==> config.mk <==
export PLATFORM = sky130hd
export DESIGN_NAME = led_frame_stager
export DESIGN_NICKNAME = d
export VERILOG_FILES = /design/src/rtl/led_frame_stager.sv
export SDC_FILE = /design/constraint.sdc
export NUM_CORES = 1
export LEC_CHECK = 0
export CORE_UTILIZATION = 45
export DETAILED_ROUTE_END_ITERATION = 6
export GPL_TIMING_DRIVEN = 0
export PLACE_DENSITY = 0.77
export SLEW_MARGIN = 20
export SYNTH_ARGS = -nofsm -noshare
export SYNTH_HDL_FRONTEND = slang
export SYNTH_SLANG_ARGS = --single-unit
==> constraint.sdc <==
create_clock -name i_CLK -period 3.5 [get_ports i_CLK]
set_input_delay 0.35 -clock i_CLK [delete_from_list [all_inputs] [get_ports i_CLK]]
set_output_delay 0.35 -clock i_CLK [all_outputs]
set_load 0.01 [all_outputs]
==> src/rtl/led_frame_stager.sv <==
// Shadow/active pattern stager for the serial LED driver.
// Commits CPU writes on latch-strobe rising edges and applies per-bit blinking.
module led_frame_stager #(
  parameter logic [15:0] RESET_PATTERN = 16'h0000,
  parameter int          BLINK_FRAMES  = 8
) (
  input  logic        i_CLK,
  input  logic        i_RESET,
  input  logic        i_WrValid,
  output logic        o_WrReady,
  input  logic        i_WrSel,
  input  logic [1:0]  i_WrByteEn,
  input  logic [15:0] i_WrData,
  input  logic        i_LEDLatch,
  output logic [15:0] o_Data16,
  output logic        o_Pending,
  output logic        o_BlinkPhase
);

  localparam int CW = $clog2(BLINK_FRAMES + 1);
  localparam logic [CW-1:0] CNT_LAST = CW'(BLINK_FRAMES - 1);

  typedef enum logic [1:0] {
    IDLE    = 2'd0,
    PENDING = 2'd1,
    COMMIT  = 2'd2
  } state_e;

  state_e          state_q, state_d;
  logic [15:0]     sh_data_q, sh_data_d;
  logic [15:0]     sh_mask_q, sh_mask_d;
  logic [15:0]     act_data_q, act_data_d;
  logic [15:0]     act_mask_q, act_mask_d;
  logic [CW-1:0]   cnt_q, cnt_d;
  logic            phase_q, phase_d;
  logic            latch_q, latch_d;

  logic            fe;
  logic            wr_acc;
  logic            commit_en;
  logic [15:0]     be_mask;

  assign fe      = i_LEDLatch & ~latch_q;
  assign wr_acc  = i_WrValid & o_WrReady;
  assign be_mask = {{8{i_WrByteEn[1]}}, {8{i_WrByteEn[0]}}};

  // State and datapath registers
  always_ff @(posedge i_CLK) begin
    if (i_RESET) begin
      state_q    <= IDLE;
      sh_data_q  <= RESET_PATTERN;
      sh_mask_q  <= '0;
      act_data_q <= RESET_PATTERN;
      act_mask_q <= '0;
      cnt_q      <= '0;
      phase_q    <= 1'b1;
      latch_q    <= 1'b0;
    end else begin
      state_q    <= state_d;
      sh_data_q  <= sh_data_d;
      sh_mask_q  <= sh_mask_d;
      act_data_q <= act_data_d;
      act_mask_q <= act_mask_d;
      cnt_q      <= cnt_d;
      phase_q    <= phase_d;
      latch_q    <= latch_d;
    end
  end

  // Next state: a frame edge only commits once data is already pending
  always_comb begin
    state_d = state_q;
    unique case (state_q)
      IDLE:    if (wr_acc) state_d = PENDING;
      PENDING: if (fe) state_d = COMMIT;
      COMMIT:  state_d = IDLE;
      default: state_d = IDLE;
    endcase
  end

  // FSM outputs
  always_comb begin
    o_WrReady = ~i_RESET & (state_q != COMMIT);
    o_Pending = (state_q != IDLE);
    commit_en = (state_q == COMMIT);
  end

  // Shadow capture, active commit and blink counter
  always_comb begin
    sh_data_d  = sh_data_q;
    sh_mask_d  = sh_mask_q;
    act_data_d = act_data_q;
    act_mask_d = act_mask_q;
    cnt_d      = cnt_q;
    phase_d    = phase_q;
    latch_d    = i_LEDLatch;
    if (wr_acc) begin
      if (i_WrSel)
        sh_mask_d = (sh_mask_q & ~be_mask) | (i_WrData & be_mask);
      else
        sh_data_d = (sh_data_q & ~be_mask) | (i_WrData & be_mask);
    end
    if (commit_en) begin
      act_data_d = sh_data_q;
      act_mask_d = sh_mask_q;
    end
    if (fe) begin
      if (cnt_q == CNT_LAST) begin
        cnt_d   = '0;
        phase_d = ~phase_q;
      end else begin
        cnt_d = cnt_q + CW'(1);
      end
    end
  end

  // Blank masked bits during the off phase
  always_comb begin
    o_BlinkPhase = phase_q;
    o_Data16     = act_data_q & ~(act_mask_q & {16{~phase_q}});
  end

endmodule

Fig. 1: ports around the boundary
Pins as bars across the die edge, other pins in gray.
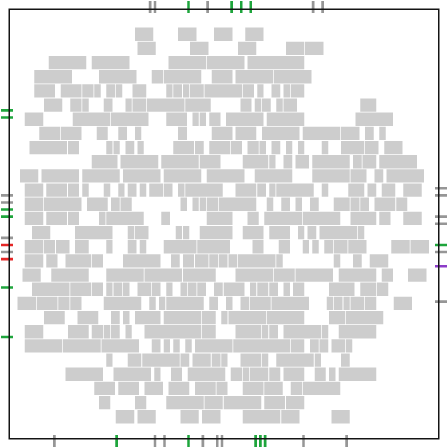
[i_WrData] green | pins: 16 | direction: input | edge: 6 west, 5 south, 4 north, 1 east
[o_Pending] purple | pins: 1 | direction: output | edge: east
[i_WrByteEn] red | pins: 2 | direction: input | edge: west

Fig. 2: clock network drawn from the DEF
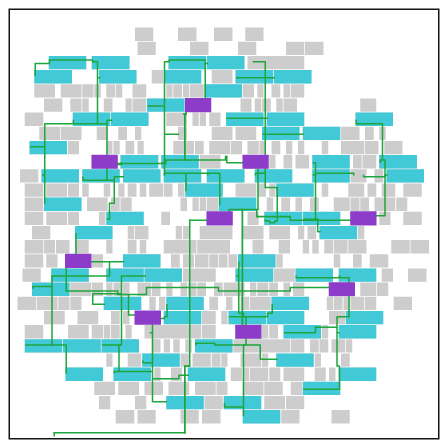
[flip-flops] cyan | count: 72
[clock wires] green | length: 784 um
[clock drivers] purple | count: 9
flops lie: widely spread
routed clock nets: 10

Fig. 3: cell placement
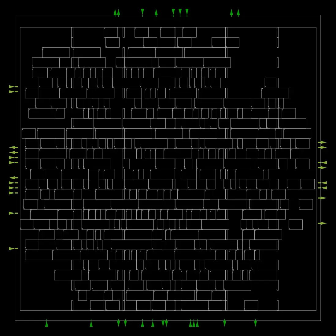
Core Rows: 28
Core ar.: 6061 um2
fin cells: 433
flop count: 72
flop share of the area: 39.59%

Fig. 4: signal wires by layer
Scale bar: 20 um.
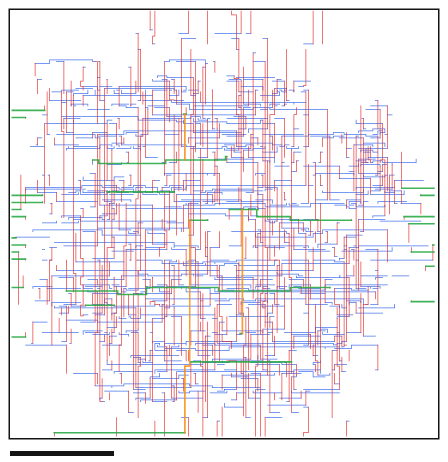
[metal 3] green | wire length: 240 um
[metal 2] red | wire length: 2,920 um
[metal 1] blue | wire length: 2,850 um
[metal 4] orange | wire length: 74.4 um

Fig. 5: I/O nets highlighted
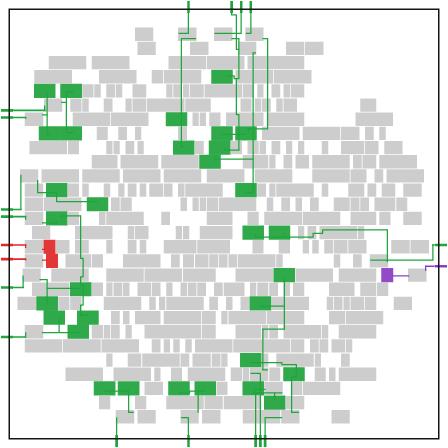
[i_WrData] green | bits: 16 | direction: input | edge: 6 west, 5 south, 4 north, 1 east | end cells: 32 | buffers: 16 | wire: 427 um
[o_Pending] purple | bits: 1 | direction: output | edge: east | end cells: 1 | buffers: 1 | wire: 5.70 um
[i_WrByteEn] red | bits: 2 | direction: input | edge: west | end cells: 2 | buffers: 2 | wire: 7.10 um

==> impl_metrics.py <==
# Generated from Yosys and OpenROAD reports
metrics = {
    "pwr": {
        "leakage_nw": 1.359,
        "switching_power_mw": 0.3700,
        "pg_clk_mw": 0.784,
        "p_int_mw": 1.369,
        "top_power_group": "registers",
        "p_comb_share_pct": 6.2,
        "seqPwrFrac_pct": 48.7,
        "finalPower_mw": 1.739,
        "comb_power_mw": 0.109,
        "powerSeq_mw": 0.846,
    },
    "layout": {
        "final_cell_mix": "dfxtp_1 (72), nand2_1 (65), clkdlybuf4s50_1 (41), nor2b_1 (36), a21oi_1 (34)",
        "layout.nets": 377,
        "design_area_um2": 3641,
        "nNonClkInverters": 1,
        "comb_area_um2": 1349,
        "flop_area_um2": 1441,
        "drive_above_1_share_pct": 18.99,
        "buffer_area_share_pct": 13.99,
        "utilization_pct": 60.07,
        "layout.comb_gates.multi_input": 210,
        "lay_top_count": "dfxtp_1",
        "syn_to_final_growth_pct": 25.87,
        "n_antenna_cell": 0,
    },
    "clock_tree": {
        "cts_tree": "done",
        "cts_buffers": 9,
        "cts_hold_buf": 0,
        "post_cts_buffers": 0,
        "cts_resized": 0,
        "clock-sinks": 72,
    },
    "detailed_routing": {
        "drt_iter0_drc": 99,
        "met2_wirelength_um": 2923,
        "wl_met1_um": 2847,
        "vias_per_cell": 4.993,
        "routedWlPerCell_um": 14.05,
        "first_pass_iters": 4,
        "wl_met3_um": 240,
        "drcViolationCount": 0,
        "ant_nets": 0,
    },
    "min_path": {
        "min_path_type": "reg -> reg",
    },
    "synth": {
        "yosysWarnings": 0,
        "ys_sh_xor_pct": 0.3028,
        "post_synth.cell_area_avg_um2": 9.611,
        "yosys-stat-area_um2": 2893,
        "synth_nets": 325,
        "mux_share_pct": 13.15,
    },
    "grt": {
        "antenna_found_initial": 0,
        "grt_max_degree": 14,
        "met1_usage_pct": 25.52,
        "grt_pass1_wl_um": 9763,
        "grtUsageTotal_pct": 20.42,
    },
    "flow_run": {
        "max_cap_violations": 0,
    },
    "timing": {
        "min_period_ns": 2.487,
        "max-slew-margin-rel_pct": 64.92,
        "whs_ns": 0.4503,
        "clock_skew_ns": 0.007961,
        "drv_slew": 0,
        "fmax_mhz": 402.0,
    },
    "floorplanning": {
        "tap_cells": 75,
        "ios": 42,
        "die-area_um2": 6753,
        "fp_util_pct": 47.73,
    },
    "place": {
        "dpl.cell_count": 417,
        "place_area_um2": 3397,
        "place.gp.congestion": 0.7676,
    },
    "critical_path": {
        "slowest_delay_ns": 0.50,
        "crit_chain": "clkdlybuf4s50_1, buf_4, buf_2, buf_2, nor2_1, clkdlybuf4s50_1",
        "slowest_stage": "clkdlybuf4s50_1",
        "critPathTopFamily": "buffers and inverters",
        "cp-end-kind": "output port",
        "cp_num_buf_inv": 5,
    },
    "status": {
        "status": "completed",
    },
}
## Yosys cell counts
master,instances
nand3_4,4
a21boi_0,16
and2b_1,1
buf_4,1
ha_1,1
a21oi_1,34
nand3_1,1
or3b_2,2
buf_2,10
nor2b_1,36
o21ai_0,2
nand3b_1,2
mux2i_1,2
nor3_1,2
buf_1,1
mux2_2,32
nor4b_1,1
clkbuf_1,4
inv_1,1
or2_2,1
buf_6,2
nand2b_1,2
and2_1,1
nor2_1,3
dfxtp_1,72
or4_1,1
xor2_1,1
nand2_1,65
## path summary, 6_finish.rpt
path | from | end | slack [ns] | cells past startpoint
max | i_RESET | o_WrReady | 1.01 | 6
max reg2reg | cnt_q[0] | o_BlinkPhase | 2.05 | 4
min reg2reg | flip-flop | act_mask_q[13] | 0.45 | 2
min | flip-flop | act_mask_q[13] | 0.45 | 2
Power figures rest on the tool's default switching activity, not on a simulated workload.
